### Met1 routing, run 1

(6 px per µm) Supply wires on this layer in grey. Cells faint in the background.
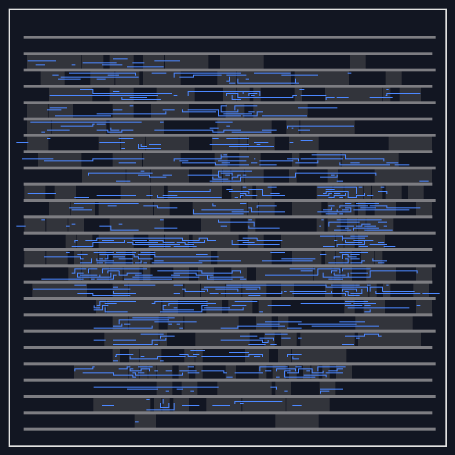
### Metal 2, run 1

(6 px per µm)
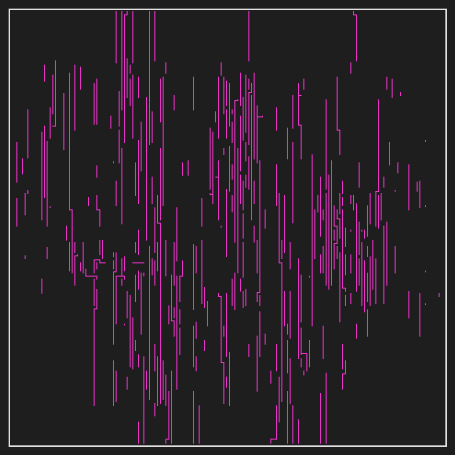
### Met3 routing, run 1

(8 px per µm) Cells faint in the background.
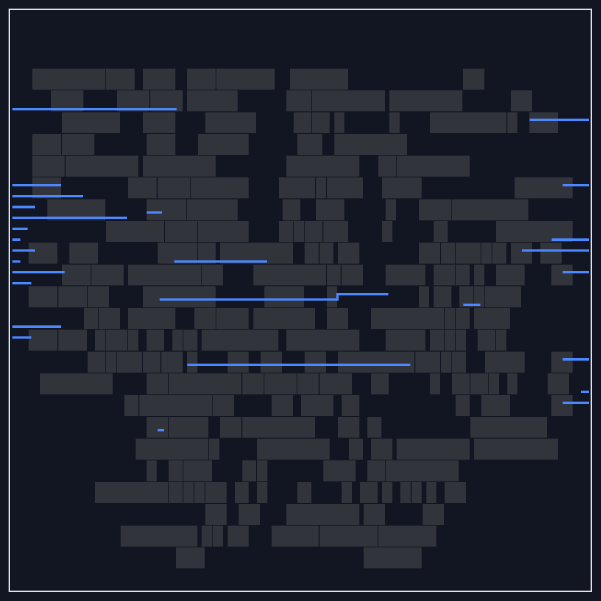
[src/rtl/brick_mem_ctrl_if.sv]
// Bus bundle for the brick health RAM controller: level control, the hit and
// draw request/ack channels, the single-port RAM connection and the status.
interface brick_mem_ctrl_if #(
    parameter int COL_W  = 3,
    parameter int ROW_W  = 2,
    parameter int ADDR_W = 5
);
    logic              level_start;
    logic              init_busy;
    logic              init_done;

    logic              hit_req;
    logic [COL_W-1:0]  hit_col;
    logic [ROW_W-1:0]  hit_row;
    logic              hit_ack;
    logic              hit_valid;
    logic [1:0]        hit_health;

    logic              draw_req;
    logic [COL_W-1:0]  draw_col;
    logic [ROW_W-1:0]  draw_row;
    logic              draw_ack;
    logic [1:0]        draw_health;

    logic [ADDR_W-1:0] mem_addr;
    logic [1:0]        mem_data;
    logic              mem_wren;
    logic [1:0]        mem_q;

    logic [ADDR_W:0]   bricks_left;
    logic              level_clear;

    // Controller side
    modport slave (
        input  level_start, hit_req, hit_col, hit_row,
               draw_req, draw_col, draw_row, mem_q,
        output init_busy, init_done, hit_ack, hit_valid, hit_health,
               draw_ack, draw_health, mem_addr, mem_data, mem_wren,
               bricks_left, level_clear
    );

    // Requester / RAM side
    modport master (
        output level_start, hit_req, hit_col, hit_row,
               draw_req, draw_col, draw_row, mem_q,
        input  init_busy, init_done, hit_ack, hit_valid, hit_health,
               draw_ack, draw_health, mem_addr, mem_data, mem_wren,
               bricks_left, level_clear
    );
endinterface

[src/rtl/brick_mem_ctrl.sv]
// Brick health RAM controller: fills the RAM at level start, arbitrates
// read-modify-write hits and read-only draws, and tracks bricks remaining.
module brick_mem_ctrl #(
    parameter int GRID_W      = 8,
    parameter int GRID_H      = 4,
    parameter int COL_W       = 3,
    parameter int ROW_W       = 2,
    parameter int ADDR_W      = 5,
    parameter int INIT_HEALTH = 3
) (
    input  logic             clk,
    input  logic             reset,
    brick_mem_ctrl_if.slave  bus
);

    localparam int                NUM_BRICKS = GRID_W * GRID_H;
    localparam logic [ADDR_W-1:0] LAST_ADDR  = ADDR_W'(NUM_BRICKS - 1);
    localparam logic [ADDR_W:0]   FULL_COUNT = (ADDR_W + 1)'(NUM_BRICKS);
    localparam logic [1:0]        INIT_VAL   = 2'(INIT_HEALTH);

    localparam logic [2:0] S_IDLE     = 3'd0;
    localparam logic [2:0] S_INIT     = 3'd1;
    localparam logic [2:0] S_HIT_RD   = 3'd2;
    localparam logic [2:0] S_HIT_CHK  = 3'd3;
    localparam logic [2:0] S_HIT_WR   = 3'd4;
    localparam logic [2:0] S_DRAW_RD  = 3'd5;
    localparam logic [2:0] S_DRAW_CHK = 3'd6;

    // Health decrement that stops at zero instead of wrapping to 3.
    function automatic logic [1:0] sat_dec(input logic [1:0] h);
        return (h == 2'd0) ? 2'd0 : h - 2'd1;
    endfunction

    function automatic logic [ADDR_W-1:0] brick_addr(input logic [COL_W-1:0] c,
                                                     input logic [ROW_W-1:0] r);
        return ADDR_W'(int'(r) * GRID_W + int'(c));
    endfunction

    function automatic logic brick_in_range(input logic [COL_W-1:0] c,
                                            input logic [ROW_W-1:0] r);
        return (int'(c) < GRID_W) && (int'(r) < GRID_H);
    endfunction

    logic [2:0]        state_q,        state_d;
    logic              init_pending_q, init_pending_d;
    logic              initialised_q,  initialised_d;
    logic [ADDR_W-1:0] init_cnt_q,     init_cnt_d;
    logic [ADDR_W-1:0] addr_q,         addr_d;
    logic              in_range_q,     in_range_d;
    logic [1:0]        old_q,          old_d;
    logic              hit_ack_q,      hit_ack_d;
    logic              hit_valid_q,    hit_valid_d;
    logic [1:0]        hit_health_q,   hit_health_d;
    logic              draw_ack_q,     draw_ack_d;
    logic [1:0]        draw_health_q,  draw_health_d;
    logic              init_done_q,    init_done_d;
    logic [ADDR_W:0]   bricks_left_q,  bricks_left_d;

    logic [ADDR_W-1:0] mem_addr_c;
    logic [1:0]        mem_data_c;
    logic              mem_wren_c;
    logic              holdoff;

    // A requester still sees its ack this cycle, so its req may still be high.
    assign holdoff = hit_ack_q | draw_ack_q;

    // Next-state, RAM drive and result computation.
    always_comb begin
        state_d        = state_q;
        init_pending_d = init_pending_q | bus.level_start;
        initialised_d  = initialised_q;
        init_cnt_d     = init_cnt_q;
        addr_d         = addr_q;
        in_range_d     = in_range_q;
        old_d          = old_q;
        hit_ack_d      = 1'b0;
        hit_valid_d    = hit_valid_q;
        hit_health_d   = hit_health_q;
        draw_ack_d     = 1'b0;
        draw_health_d  = draw_health_q;
        init_done_d    = 1'b0;
        bricks_left_d  = bricks_left_q;
        mem_addr_c     = '0;
        mem_data_c     = '0;
        mem_wren_c     = 1'b0;

        case (state_q)
            S_IDLE: begin
                if (!holdoff) begin
                    if (init_pending_q || bus.level_start) begin
                        state_d        = S_INIT;
                        init_cnt_d     = '0;
                        init_pending_d = 1'b0;
                    end else if (bus.hit_req) begin
                        state_d    = S_HIT_RD;
                        addr_d     = brick_addr(bus.hit_col, bus.hit_row);
                        in_range_d = brick_in_range(bus.hit_col, bus.hit_row);
                    end else if (bus.draw_req) begin
                        state_d    = S_DRAW_RD;
                        addr_d     = brick_addr(bus.draw_col, bus.draw_row);
                        in_range_d = brick_in_range(bus.draw_col, bus.draw_row);
                    end
                end
            end
            S_INIT: begin
                mem_addr_c = init_cnt_q;
                mem_data_c = INIT_VAL;
                mem_wren_c = 1'b1;
                if (init_cnt_q == LAST_ADDR) begin
                    state_d       = S_IDLE;
                    init_done_d   = 1'b1;
                    bricks_left_d = FULL_COUNT;
                    initialised_d = 1'b1;
                end else begin
                    init_cnt_d = init_cnt_q + ADDR_W'(1);
                end
            end
            S_HIT_RD: begin
                mem_addr_c = addr_q;
                state_d    = S_HIT_CHK;
            end
            S_HIT_CHK: begin
                mem_addr_c = addr_q;
                // An out-of-range brick reads as dead, which also suppresses the write.
                old_d      = in_range_q ? bus.mem_q : 2'd0;
                state_d    = S_HIT_WR;
            end
            S_HIT_WR: begin
                mem_addr_c   = addr_q;
                mem_data_c   = sat_dec(old_q);
                mem_wren_c   = (old_q != 2'd0);
                hit_ack_d    = 1'b1;
                hit_valid_d  = (old_q != 2'd0);
                hit_health_d = sat_dec(old_q);
                if (old_q == 2'd1 && bricks_left_q != '0) begin
                    bricks_left_d = bricks_left_q - (ADDR_W + 1)'(1);
                end
                state_d = S_IDLE;
            end
            S_DRAW_RD: begin
                mem_addr_c = addr_q;
                state_d    = S_DRAW_CHK;
            end
            S_DRAW_CHK: begin
                mem_addr_c    = addr_q;
                draw_health_d = in_range_q ? bus.mem_q : 2'd0;
                draw_ack_d    = 1'b1;
                state_d       = S_IDLE;
            end
            default: state_d = S_IDLE;
        endcase
    end

    // State and result registers; reset aborts any transaction in flight.
    always_ff @(posedge clk or posedge reset) begin
        if (reset) begin
            state_q        <= S_IDLE;
            init_pending_q <= 1'b0;
            initialised_q  <= 1'b0;
            init_cnt_q     <= '0;
            addr_q         <= '0;
            in_range_q     <= 1'b0;
            old_q          <= '0;
            hit_ack_q      <= 1'b0;
            hit_valid_q    <= 1'b0;
            hit_health_q   <= '0;
            draw_ack_q     <= 1'b0;
            draw_health_q  <= '0;
            init_done_q    <= 1'b0;
            bricks_left_q  <= '0;
        end else begin
            state_q        <= state_d;
            init_pending_q <= init_pending_d;
            initialised_q  <= initialised_d;
            init_cnt_q     <= init_cnt_d;
            addr_q         <= addr_d;
            in_range_q     <= in_range_d;
            old_q          <= old_d;
            hit_ack_q      <= hit_ack_d;
            hit_valid_q    <= hit_valid_d;
            hit_health_q   <= hit_health_d;
            draw_ack_q     <= draw_ack_d;
            draw_health_q  <= draw_health_d;
            init_done_q    <= init_done_d;
            bricks_left_q  <= bricks_left_d;
        end
    end

    assign bus.init_busy   = (state_q == S_INIT);
    assign bus.init_done   = init_done_q;
    assign bus.hit_ack     = hit_ack_q;
    assign bus.hit_valid   = hit_valid_q;
    assign bus.hit_health  = hit_health_q;
    assign bus.draw_ack    = draw_ack_q;
    assign bus.draw_health = draw_health_q;
    assign bus.mem_addr    = mem_addr_c;
    assign bus.mem_data    = mem_data_c;
    assign bus.mem_wren    = mem_wren_c;
    assign bus.bricks_left = bricks_left_q;
    assign bus.level_clear = (bricks_left_q == '0) && initialised_q && (state_q != S_INIT);

endmodule

[src/flat_wrapper.sv]
// flat-port wrapper written by rule: the top's interface ports become plain ports
module brick_mem_ctrl_flat 
#(
    parameter int GRID_W      = 8,
    parameter int GRID_H      = 4,
    parameter int COL_W       = 3,
    parameter int ROW_W       = 2,
    parameter int ADDR_W      = 5,
    parameter int INIT_HEALTH = 3
)
  (clk, reset, bus_level_start, bus_hit_req, bus_hit_col, bus_hit_row, bus_draw_req, bus_draw_col, bus_draw_row, bus_mem_q, bus_init_busy, bus_init_done, bus_hit_ack, bus_hit_valid, bus_hit_health, bus_draw_ack, bus_draw_health, bus_mem_addr, bus_mem_data, bus_mem_wren, bus_bricks_left, bus_level_clear);
  brick_mem_ctrl_if #(.COL_W(COL_W), .ROW_W(ROW_W), .ADDR_W(ADDR_W)) bus_i ();
  input  logic clk;
  input  logic reset;
  input wire logic [$bits(bus_i.level_start)-1:0] bus_level_start;
  input wire logic [$bits(bus_i.hit_req)-1:0] bus_hit_req;
  input wire logic [$bits(bus_i.hit_col)-1:0] bus_hit_col;
  input wire logic [$bits(bus_i.hit_row)-1:0] bus_hit_row;
  input wire logic [$bits(bus_i.draw_req)-1:0] bus_draw_req;
  input wire logic [$bits(bus_i.draw_col)-1:0] bus_draw_col;
  input wire logic [$bits(bus_i.draw_row)-1:0] bus_draw_row;
  input wire logic [$bits(bus_i.mem_q)-1:0] bus_mem_q;
  output wire logic [$bits(bus_i.init_busy)-1:0] bus_init_busy;
  output wire logic [$bits(bus_i.init_done)-1:0] bus_init_done;
  output wire logic [$bits(bus_i.hit_ack)-1:0] bus_hit_ack;
  output wire logic [$bits(bus_i.hit_valid)-1:0] bus_hit_valid;
  output wire logic [$bits(bus_i.hit_health)-1:0] bus_hit_health;
  output wire logic [$bits(bus_i.draw_ack)-1:0] bus_draw_ack;
  output wire logic [$bits(bus_i.draw_health)-1:0] bus_draw_health;
  output wire logic [$bits(bus_i.mem_addr)-1:0] bus_mem_addr;
  output wire logic [$bits(bus_i.mem_data)-1:0] bus_mem_data;
  output wire logic [$bits(bus_i.mem_wren)-1:0] bus_mem_wren;
  output wire logic [$bits(bus_i.bricks_left)-1:0] bus_bricks_left;
  output wire logic [$bits(bus_i.level_clear)-1:0] bus_level_clear;
  assign bus_i.level_start = bus_level_start;
  assign bus_i.hit_req = bus_hit_req;
  assign bus_i.hit_col = bus_hit_col;
  assign bus_i.hit_row = bus_hit_row;
  assign bus_i.draw_req = bus_draw_req;
  assign bus_i.draw_col = bus_draw_col;
  assign bus_i.draw_row = bus_draw_row;
  assign bus_i.mem_q = bus_mem_q;
  assign bus_init_busy = bus_i.init_busy;
  assign bus_init_done = bus_i.init_done;
  assign bus_hit_ack = bus_i.hit_ack;
  assign bus_hit_valid = bus_i.hit_valid;
  assign bus_hit_health = bus_i.hit_health;
  assign bus_draw_ack = bus_i.draw_ack;
  assign bus_draw_health = bus_i.draw_health;
  assign bus_mem_addr = bus_i.mem_addr;
  assign bus_mem_data = bus_i.mem_data;
  assign bus_mem_wren = bus_i.mem_wren;
  assign bus_bricks_left = bus_i.bricks_left;
  assign bus_level_clear = bus_i.level_clear;
  brick_mem_ctrl #(.GRID_W(GRID_W), .GRID_H(GRID_H), .COL_W(COL_W), .ROW_W(ROW_W), .ADDR_W(ADDR_W), .INIT_HEALTH(INIT_HEALTH)) u_core (.clk(clk), .reset(reset), .bus(bus_i));
endmodule
[config.mk]
export PLATFORM = sky130hd
export DESIGN_NAME = brick_mem_ctrl_flat
export DESIGN_NICKNAME = d
export VERILOG_FILES = /design/src/rtl/brick_mem_ctrl_if.sv /design/src/rtl/brick_mem_ctrl.sv /design/src/flat_wrapper.sv
export SDC_FILE = /design/constraint.sdc
export NUM_CORES = 1
export LEC_CHECK = 0
export ABC_AREA = 0
export CAP_MARGIN = 20
export CORE_MARGIN = 2
export CORE_UTILIZATION = 35
export CTS_CLUSTER_SIZE = 8
export DETAILED_ROUTE_END_ITERATION = 7
export PLACE_DENSITY_LB_ADDON = 0.15
export SLEW_MARGIN = 20
export SYNTH_ARGS = -nofsm -noshare
export SYNTH_HDL_FRONTEND = slang
export SYNTH_SLANG_ARGS = --single-unit
[constraint.sdc]
create_clock -name clk -period 2.03 [get_ports clk]
set_input_delay 0.3045 -clock clk [delete_from_list [all_inputs] [get_ports clk]]
set_output_delay 0.3045 -clock clk [all_outputs]
set_load 0.1 [all_outputs]
==> reports/metrics.csv, run 1 <==
metric;value;unit
status;completed;
hold_class;input pin to asynchronous set/reset pin;
layout_top_cells;buf_4 (26), dfrtp_1 (24), nand2_1 (18), clkdlybuf4s50_1 (16), nor2_1 (11);
crit_type;register to output pin;
async_flop_share;1.00;
yosys_cells;164;
top_logic_kind;simple AND/OR/NAND/NOR gates;
grt.total_usage;0.162;
synth-main-ff-cell;dfrtp_1;
clkbuf_count;8;
syn_area;1650;µm²
largest_class;combinational gates;
top_area_frac;0.487;
drc;0;
rrSetupSlack;0.06;ns
top_area_cell;dfrtp_1;
cp_data_required_time;1.73;ns
yosys.cell_types.count;39;
ys_area;1650;µm²
relSlewSlack;0.725;
max_stage_delay;0.44;ns
seq_area;813;µm²
top_cells_by_count;dfrtp_1 (32), nand2_1 (22), nor2_1 (12);
crit_buf_inv;2;
drv_slew;0;
hpwlAfterDp;2.95;mm
largest_register_ffs;6;
clock-sinks;32;
inverters;10;
critPathTopFamily;simple AND/OR/NAND/NOR gates;
logic_gates;117;
setup_tns;0;ns
root_buffer;clkbuf_8;
met3_length;176;µm
nWellTaps;52;
logic_area;873;µm²
final_util;0.552;
rsz0062_at_grt;yes;
drt-met1-wl;1.80;mm
num_antenna_cells;0;
synth.avg_cell_area;10.0;µm²
io_pins;41;
cts_tree;yes;
final-clk-cell-share;0.0408;
fp-row-count;24;
regToRegEndpoint;u_core.addr_q[4]$_DFFE_PP0P_;
synth-simple-area-share;0.192;
clkLatencyLatePin;0.28;ns
antenna_found_initial;0;
mux_area_frac;0.0745;
die_y;72.6;µm
-- 'Met1 routing' (at the start) --
208 nets have wire on it. The layer holds 45% of the routed length. The wires run mostly horizontal.
GRT met1 Usage: 0.208
vias post-DR: 1388
final WL: 3.95 mm

-- 'Metal 2' (at the start) --
The longest straight run is 30.1 µm. 201 nets have wire on it. The layer holds 49% of the routed length. The wires run mostly vertical. The layer carries 1930 µm of wire.
met2 Resource Use GR: 0.266

-- 'Met3 routing' (at the start) --
24 nets have wire on it. The layer holds 4.5% of the routed length.

### Routed clock nets over the placement, run 1

(4 px per µm)
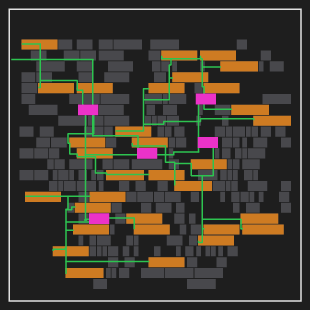

==> inputs of run 2 (changes only) <==
- GPL_TIMING_DRIVEN: unset -> 0
### Routed clock nets over the placement, run 2

(4 px per µm)
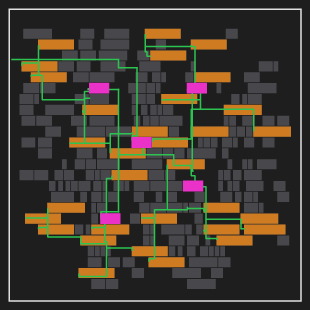
Key: orange = flip-flops [count 32]; green = clock wires [length 466 µm]; magenta = clock drivers [count 5]
Position of the flops: widely spread.

### Met3 routing, run 2

(8 px per µm) Cells faint in the background.
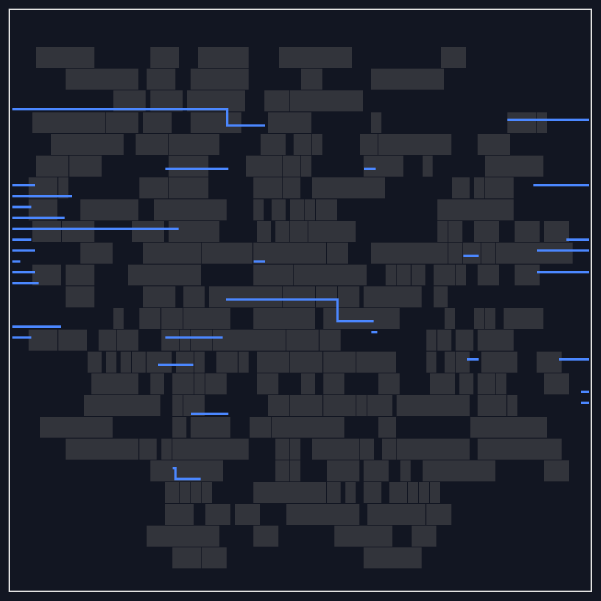
The wires run mostly horizontal. The layer carries 181 µm of wire. The layer holds 4.6% of the routed length.
GR Util met3: 0.0389
final WL: 3.95 mm
vias post-DR: 1459

### Routing congestion map, run 2

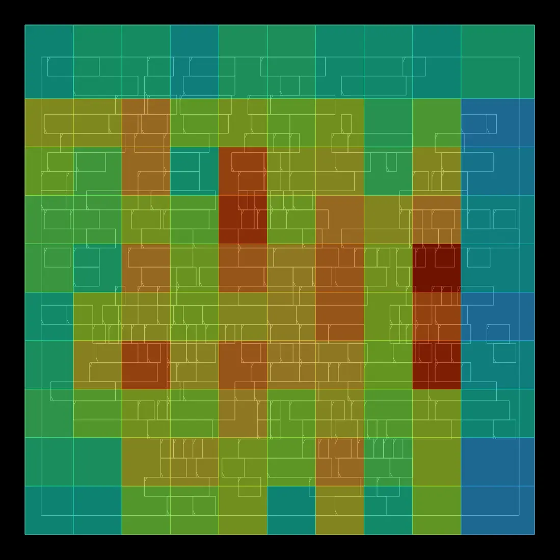
Routed WL per cell: 14.4 µm
GRT met1 Usage: 0.208
met2 Resource Use GR: 0.276
GRT Overall Usage: 0.167
Final Util: 0.564

==> reports/metrics.csv, run 2 <==
metric;value;unit;change
status;completed;;
clkLatencyLatePin;0.28;ns;about the same
crit_buf_inv;3;;+1
die_y;72.6;µm;unchanged
seq_area;813;µm²;unchanged
drv_slew;0;;unchanged
num_antenna_cells;0;;unchanged
synth-main-ff-cell;dfrtp_1;;
grt_max_degree;33;;
overflow;0;;
yosys_cells;164;;unchanged
setup_tns;0;ns;unchanged
mux_area_frac;0.0745;;unchanged
synth-simple-area-share;0.192;;unchanged
relSlewSlack;0.363;;-0.363
grt-busiest-layer;met2;;
final-clk-cell-share;0.0359;;-0.00487
cp_data_required_time;1.73;ns;about the same
critPathCaptureType;output pin;;
top_cells_by_count;dfrtp_1 (32), nand2_1 (22), nor2_1 (12);;
fp-row-count;24;;unchanged
seq_share;0.325;;
yosys.cell_types.count;39;;unchanged
async_flop_share;1.00;;unchanged
core-area;4440;µm²;
nWellTaps;52;;unchanged
met3_length;180;µm;+2.3%
drive_gt1_frac;0.338;;
logic_area;887;µm²;+1.6%
regToRegEndpoint;u_core.bus.bricks_left[4]$_DFFE_PP0P_;;
final_common_cell;dfrtp_1;;
layout_top_cells;dfrtp_1 (24), nand2_1 (18), clkdlybuf4s50_1 (15), dlygate4sd2_1 (14), nor2_1 (11);;
yosysWarnings;0;;
area_leaders;dfrtp_1 (49%), mux2_2 (6.8%), nand2_1 (5.0%);;
root_buffer;clkbuf_8;;
ys_area;1650;µm²;unchanged
buffer_area_frac;0.238;;
clkbuf_count;8;;unchanged
design_area;2510;µm²;
endpoint;bus_mem_data[1];;
layout.nets;242;;
drt-met1-wl;1.72;mm;-4.5%
cts_tree;yes;;
reg2reg_depth;7;;
worstSetupStartpoint;u_core.state_q[0]$_DFFE_PP0P_;;
antenna_found_initial;0;;unchanged
crit_type;register to output pin;;
viasPerCell;5.32;;
top_logic_kind;simple AND/OR/NAND/NOR gates;;
top_area_frac;0.487;;unchanged
top_area_cell;dfrtp_1;;
ys_sh_xor;0;;
hpwlAfterDp;2.75;mm;-6.9%
buffers;55;;
clock_path_buffers;2;;
logic_gates;117;;unchanged
drc;0;;unchanged
largest_class;combinational gates;;
rrSetupSlack;0.11;ns;+0.05 ns
max_stage_delay;0.41;ns;-0.03 ns
critPathTopFamily;simple AND/OR/NAND/NOR gates;;
hold_class;input pin to asynchronous set/reset pin;;
dp.cells;255;;
syn_area;1650;µm²;unchanged
io_pins;41;;unchanged
largest_register_ffs;6;;unchanged
inverters;10;;unchanged
rsz0062_at_grt;yes;;
clock-sinks;32;;unchanged
drtIter0Drc;59;;
tightest_slew;0.960;ns;
synth.avg_cell_area;10.0;µm²;unchanged
comb_area_frac;0.354;;
dp_slack;-1.05;ns;
### Metal 2, run 2

(6 px per µm)
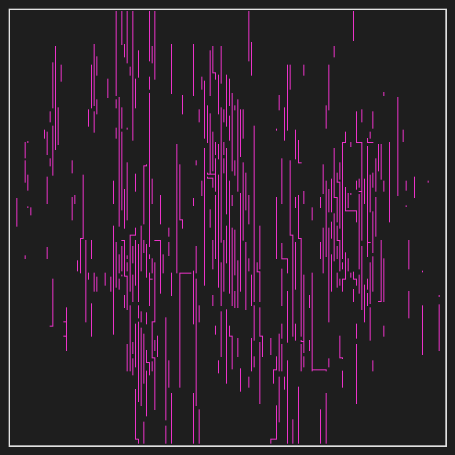

==> inputs of run 3 (changes only) <==
- MAX_ROUTING_LAYER: unset -> met4
- TNS_END_PERCENT: unset -> 10
### Metal 2, run 3

(6 px per µm)
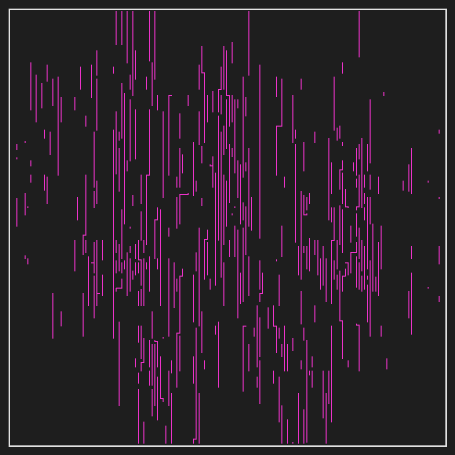
The wires run mostly vertical. 216 nets have wire on it. The longest straight run is 34.7 µm. The layer carries 1840 µm of wire.

### Met3 routing, run 3

(8 px per µm) Cells faint in the background.
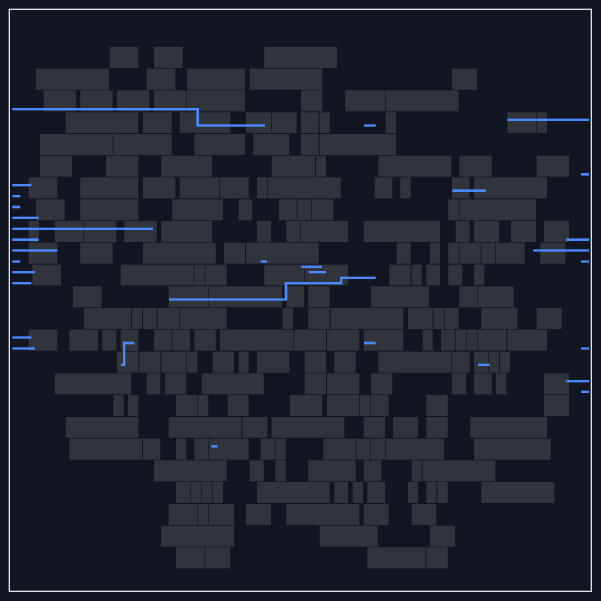
vias post-DR: 1450
GR Util met3: 0.0500
final WL: 3.73 mm

==> reports/metrics.csv, run 3 <==
metric;value;unit;change
ys_sh_xor;0;;unchanged
crit_buf_inv;3;;unchanged
drtIter0Drc;73;;+24%
overflow;0;;unchanged
final_common_cell;dfrtp_1;;
crit_type;register to output pin;;
hpwlAfterDp;2.73;mm;-0.79%
async_flop_share;1.00;;unchanged
root_buffer;clkbuf_8;;
hold_class;input pin to asynchronous set/reset pin;;
layout_top_cells;dfrtp_1 (26), nand2_1 (18), clkdlybuf4s50_1 (15), dlygate4sd2_1 (14), buf_4 (12);;
seq_share;0.323;;-0.00200
setup_violations;1;;
violations;negative setup slack;;
grt.total_usage;0.161;;-0.00579
layout.nets;243;;+0.41%
timing.final.ws_setup;-0.00247;ns;
mux_area_frac;0.0745;;unchanged
ys_area;1650;µm²;unchanged
synth-simple-area-share;0.192;;unchanged
drc;0;;unchanged
cp_data_required_time;1.73;ns;about the same
regToRegEndpoint;u_core.addr_q[2]$_DFFE_PP0P_;;
logic_area;887;µm²;unchanged
yosysWarnings;0;;unchanged
top_area_cell;dfrtp_1;;
dp.cells;255;;unchanged
critPathTopFamily;simple AND/OR/NAND/NOR gates;;
endpoint;bus_mem_data[0];;
clkbuf_count;8;;unchanged
top_area_frac;0.487;;unchanged
design_area;2510;µm²;unchanged
reg2reg_depth;4;;-3
final_util;0.564;;unchanged
relSlewSlack;0.355;;-0.00755
viasPerCell;5.27;;-0.98%
setup_tns;-0.00247;ns;-0.00247 ns
yosys.cell_types.count;39;;unchanged
synth.avg_cell_area;10.0;µm²;unchanged
die_y;72.6;µm;unchanged
max_stage_delay;0.42;ns;about the same
largest_class;combinational gates;;
rsz0062_at_grt;yes;;
status;complete, but fails checks;;
worstSetupStartpoint;u_core.state_q[1]$_DFFE_PP0P_;;
io_pins;41;;unchanged
gr-usage-met2;0.252;;-0.0242
### Met1 routing, run 3

(6 px per µm) Supply wires on this layer in grey. Cells faint in the background.
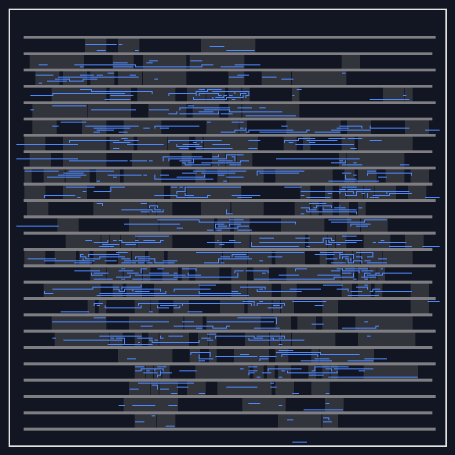
The longest straight run is 25.3 µm. 216 nets have wire on it. The wires run mostly horizontal. The layer holds 45% of the routed length.
GRT met1 Usage: 0.193

